==> run_1/clocks.png <==
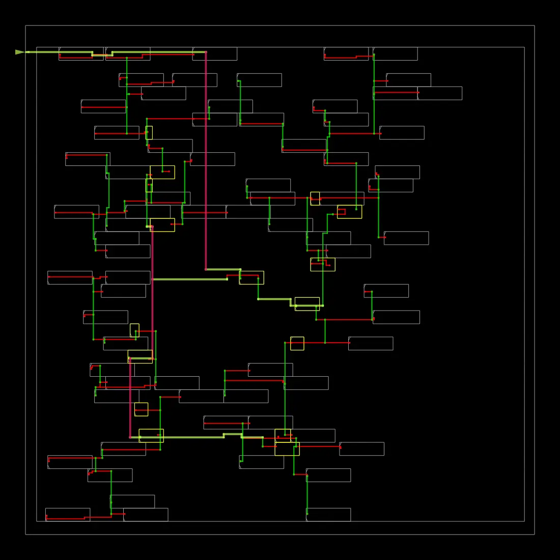
==> run_1/flops_by_reg.png <==
The bar under the picture is 20 µm long.
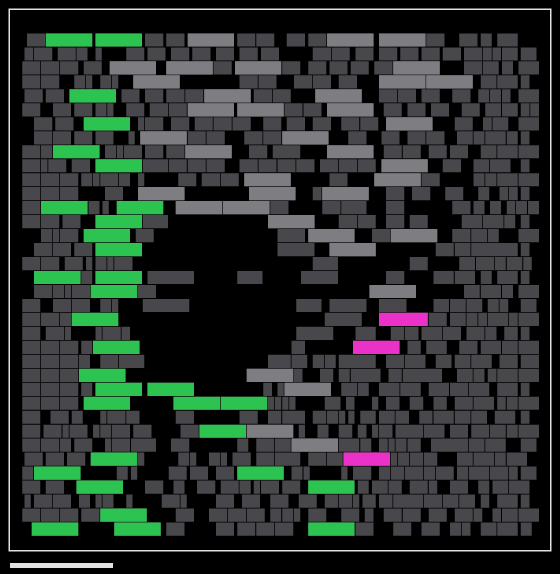
==> run_1/wires.png <==
The bar under the picture is 20 µm long. Two of the layers only.
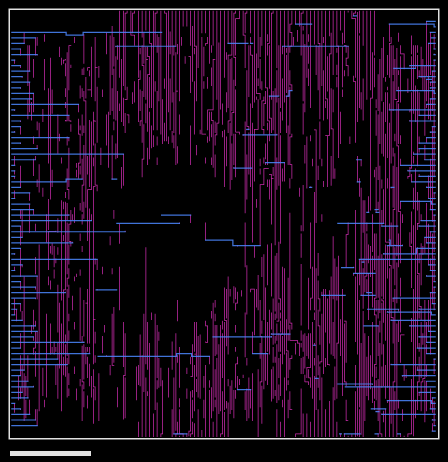
==> run_1/clk_routes.png <==
The bar under the picture is 20 µm long.
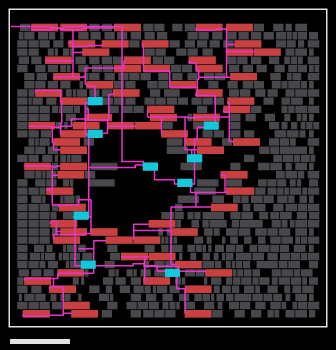
==> config.mk <==
export PLATFORM = sky130hd
export DESIGN_NAME = mem_port_arbiter
export DESIGN_NICKNAME = d
export VERILOG_FILES = /design/src/rtl/mem_port_arbiter_pkg.sv /design/src/rtl/mem_arb_fairness.sv /design/src/rtl/mem_port_arbiter.sv
export SDC_FILE = /design/constraint.sdc
export NUM_CORES = 1
export LEC_CHECK = 0
export CAP_MARGIN = 20
export CORE_MARGIN = 2
export CORE_UTILIZATION = 36
export CTS_BUF_LIST = sky130_fd_sc_hd__clkbuf_8
export CTS_CLUSTER_DIAMETER = 80
export DETAILED_ROUTE_END_ITERATION = 16
export PLACE_DENSITY = 0.92
export SYNTH_ARGS = -nofsm -noshare
export SYNTH_HDL_FRONTEND = slang
export SYNTH_SLANG_ARGS = --single-unit
==> constraint.sdc <==
create_clock -name clk -period 2.12 [get_ports clk]
set_clock_uncertainty 0.1 [all_clocks]
set_input_delay 0.318 -clock clk [delete_from_list [all_inputs] [get_ports clk]]
set_output_delay 0.318 -clock clk [all_outputs]
set_load 0.01 [all_outputs]
==> results.txt <==
Numbers from the implementation run.

The layout report lists the clock-cell share of area as 2.33%. For the worst setup path, the data required time is 1700 ps. Of the total power, the share spent switching nets is 37.3%. After clock tree synthesis, the flow added hold-fix buffers numbering 1. The number of cells in Yosys stat is 347. The final layout contains 781 nets.

dfrtp_1 is the most common cell in the netlist. The number of vias per cell is 5.17. Setup repair after global routing could not meet its margin everywhere. The gate count of the mapped netlist is 347. Ranked by total cell area, the synthesized netlist is headed by dfrtp_1 (49%), and2_1 (11%), a32o_1 (9.0%), mux2i_1 (8.7%), o22ai_1 (5.8%). Derived from the worst setup path, the maximum achievable clock frequency is 451 MHz.

Per the layout report, the design carries 6 non-clock inverters. The vertical extent of the die is 105 µm. The total die area is 11,100 µm². The arrival time of the worst setup path is 1800 ps. The commonest cells after synthesis are dfrtp_1 (72), and2_1 (65), nand2_1 (35), o22ai_1 (34), a32o_1 (33). By instance count after routing, the leading logic cell types are clkdlybuf4s50_1 (199), dfrtp_1 (71), buf_6 (47), and2_4 (35). The share of post-route cells with drive strength above 1 is 26.7%. Looking at the worst setup and hold paths, the clock pins of their registers show a slew of 70 ps.

The final standard cell area without fillers is 7100 µm². Across all register-to-register paths, the minimum setup slack is -10 ps. The number of flops mapped to enable cells by yosys is 0. The signal on the critical path passes through nand2_2 -> nor4_4 -> buf_4 -> buf_6 -> buf_6 -> buf_6 -> and2_4 -> buf_6. The share of the core filled by cells before placement is 37.3%. The worst setup path is launched from a flop. The first detailed-routing pass ran for 4 iterations.

The area growth from synthesis to final layout is 93.0%. Counting only logic cells after layout, the most numerous master is clkdlybuf4s50_1. The final max-slew violation count is 0.

In this run, the number of DRC markers left after iteration 0 of detailed routing was 226. By instance count, the cell type seen most on the critical path is buf_6. The cell family contributing the most delay on the critical path is buffers and inverters. The slowest cell on the critical path is dfrtp_1. For reference, the mux area share after synthesis is 8.70%.

For this run, the register share of the synthesized area comes to 48.9%. The post-synthesis average cell area is 10.6 µm². The number of placement rows is 36.

The critical path runs through a total of 8 cells. The class of the tightest hold or removal check is flop to flop. The multi-input combinational cell count is 238. In this run, post-CTS repair resized a total of 297 instances. The number of maximum-capacitance violations recorded for the run is 0. The core area is 9860 µm². The number of buffers between clock root and the deepest sink is 2. The number of clock sinks seen by CTS is 72.

The script extracted a total leakage power of 3.28 nW. In the final report, the number of endpoints failing setup comes to 29. The worst setup path is captured at an output port. The number of nets in the synthesized netlist is 485.

The post-synthesis sequential element count is 72. The synthesized netlist devotes 17.6% of its cell area to compound gates. The floorplan step set the die width to 105 µm.

The pin count of the biggest net entering global routing is 58. The sequential power share is 30.1%. The highest cell delay on the worst timing path is 380 ps. The critical path is of the flop to output port type. After layout, the buffer instance count without clock buffers stands at 316. After layout, the design draws a total of 7.28 mW.

The final total negative setup slack is -703 ps. Per the layout area report, the combinational gate area comes to 1820 µm². The most used flip-flop cell is dfrtp_1. The slew at the pin with the worst max-slew slack is 720 ps. The non-clock buffer share of cell area is 43.9%. CTS placed an instance of clkbuf_8 at the clock tree root. Once routing completed, OpenROAD measured the worst setup slack at -97.6 ps. The count of inserted antenna diode cells is 2. Per the slew report, the remaining headroom to the max-slew limit stands at 52.0%. The tap cell count is 133. The count of input and output buffers is 269.

The post-layout minimum cycle time is 2220 ps. At the end of routability-driven placement, the weighted congestion stood at 0.960. The HPWL after detailed placement is 9950 µm. The netlist uses 32 different library cells. The synthesized design spends more area on one cell type than any other, namely dfrtp_1. On the final layout, the worst hold slack is 419 ps. The number of antenna violations at the first check in global routing came to 2. The share of the cycle needed by the critical path after routing is 105%. The total number of vias is 4,049. After detailed routing, the number of remaining DRC violations is 0. The number of OpenROAD warnings is 29. The top-level port count is 270. The antenna violation net count after detailed routing is 0. The area fraction of the dominant cell type after synthesis is 48.9%.

Per the timing report, the biggest fanout along the worst path comes to 5. The reported net switching power is 2.72 mW. Yosys reports a chip area of 3680 µm². After synthesis the cells add up to 3680 µm².

The final hold violation count recorded for this run is 0. Along the critical path, the tally of buffer and inverter instances is 5. The combinational share of cell area is 25.7%. The synthesized netlist devotes 17.8% of its cell area to simple gates. The synthesis log from Yosys contains 0 warnings.

The clock tree synthesis step divided the H-tree into 3 levels. The remaining global-route overflow is 0. The dominant combinational cell family by area after synthesis is simple AND/OR/NAND/NOR gates.

The script computed a power per unit cell area of 1020 nW/µm². The number of stages on the worst hold path is 1. The number of cells traversed by the worst register-to-register path is 10. The area fraction in full adders, half adders and majority gates is 0.680%.

Sequential cells placed in the final layout were counted as 72. Measured on the finished design, the core utilization comes to 72.0%. Per the synthesis report, the XOR/XNOR share of the synthesized area is 0.238%. The clock tree from TritonCTS is done. The post-placement cell area is 6590 µm². The cell-internal power is 4.56 mW. The run finished, with violations left. In the global route stage, overall resource usage came out at 24.7%.

After clock tree synthesis, the setup repair step added 19 buffers. After synthesis, the share of flip-flops with an asynchronous set or reset is 100%. The power report attributes to the combinational group a share of 57.1%. Per the power-grid run, VDD falls by no more than 565 µV. The first global-routing pass estimated 21,400 µm of wire.

The cell kind with the greatest summed area is non-clock buffers. The via count of the first global-routing pass is 4,128. The filler cells instantiated in the layout total 675. The final reports fail on negative setup slack.
About clocks.png:
count of clock-net buffers in the final layout: 9
Inserted Clock Buffers: 9

About flops_by_reg.png:
legend:
  `mem_addr`:
    color: green
    flops: 32
  `state_q`:
    color: magenta
    flops: 3
Flop area: 1800 µm²
sequential cell area share: 25.4%

About wires.png:
legend:
  metal 3:
    color: blue
    wire_length: 1,040 µm
  metal 2:
    color: magenta
    wire_length: 8,040 µm
Routed Wire Length: 14,900 µm
WL/cell: 19.0 µm

About clk_routes.png:
legend:
  flip-flops:
    color: red
    count: 72
  clock wires:
    color: magenta
    length: 958 µm
  clock drivers:
    color: cyan
    count: 9
routed clock nets: 10
clock share of power: 12.8%
clk_lat worst skew: 330 ps

[run 1: metal layers]
metal | part of all wire, % | GRT usage [%]
met5 | 0 | 0
met4 | 4.3 | 11.4
met3 | 7.0 | 7.11
met2 | 54 | 47.3
met1 | 35 | 24.3
[run 1: through the flow]
step / cells / setup slack (ps)
2_1_floorplan: 347 / 252
3_3_place_gp: 737 / -368
3_5_place_dp: 737 / -393
4_1_cts: 777 / -123
5_1_grt: 783 / -193
6_report: 783 / -97.6
[run 1: power by group through the flow]
stage,clock network (mW),logic [mW],registers [mW]
3_5_place_dp,0,3.67,2.19
6_report,0.934,4.15,2.19
4_1_cts,0.961,3.84,2.18
3_3_place_gp,0,3.55,2.15
5_1_grt,1.02,4.43,2.26
2_1_floorplan,0,1.62,2.38
Power figures rest on the tool's default switching activity, not on a simulated workload.
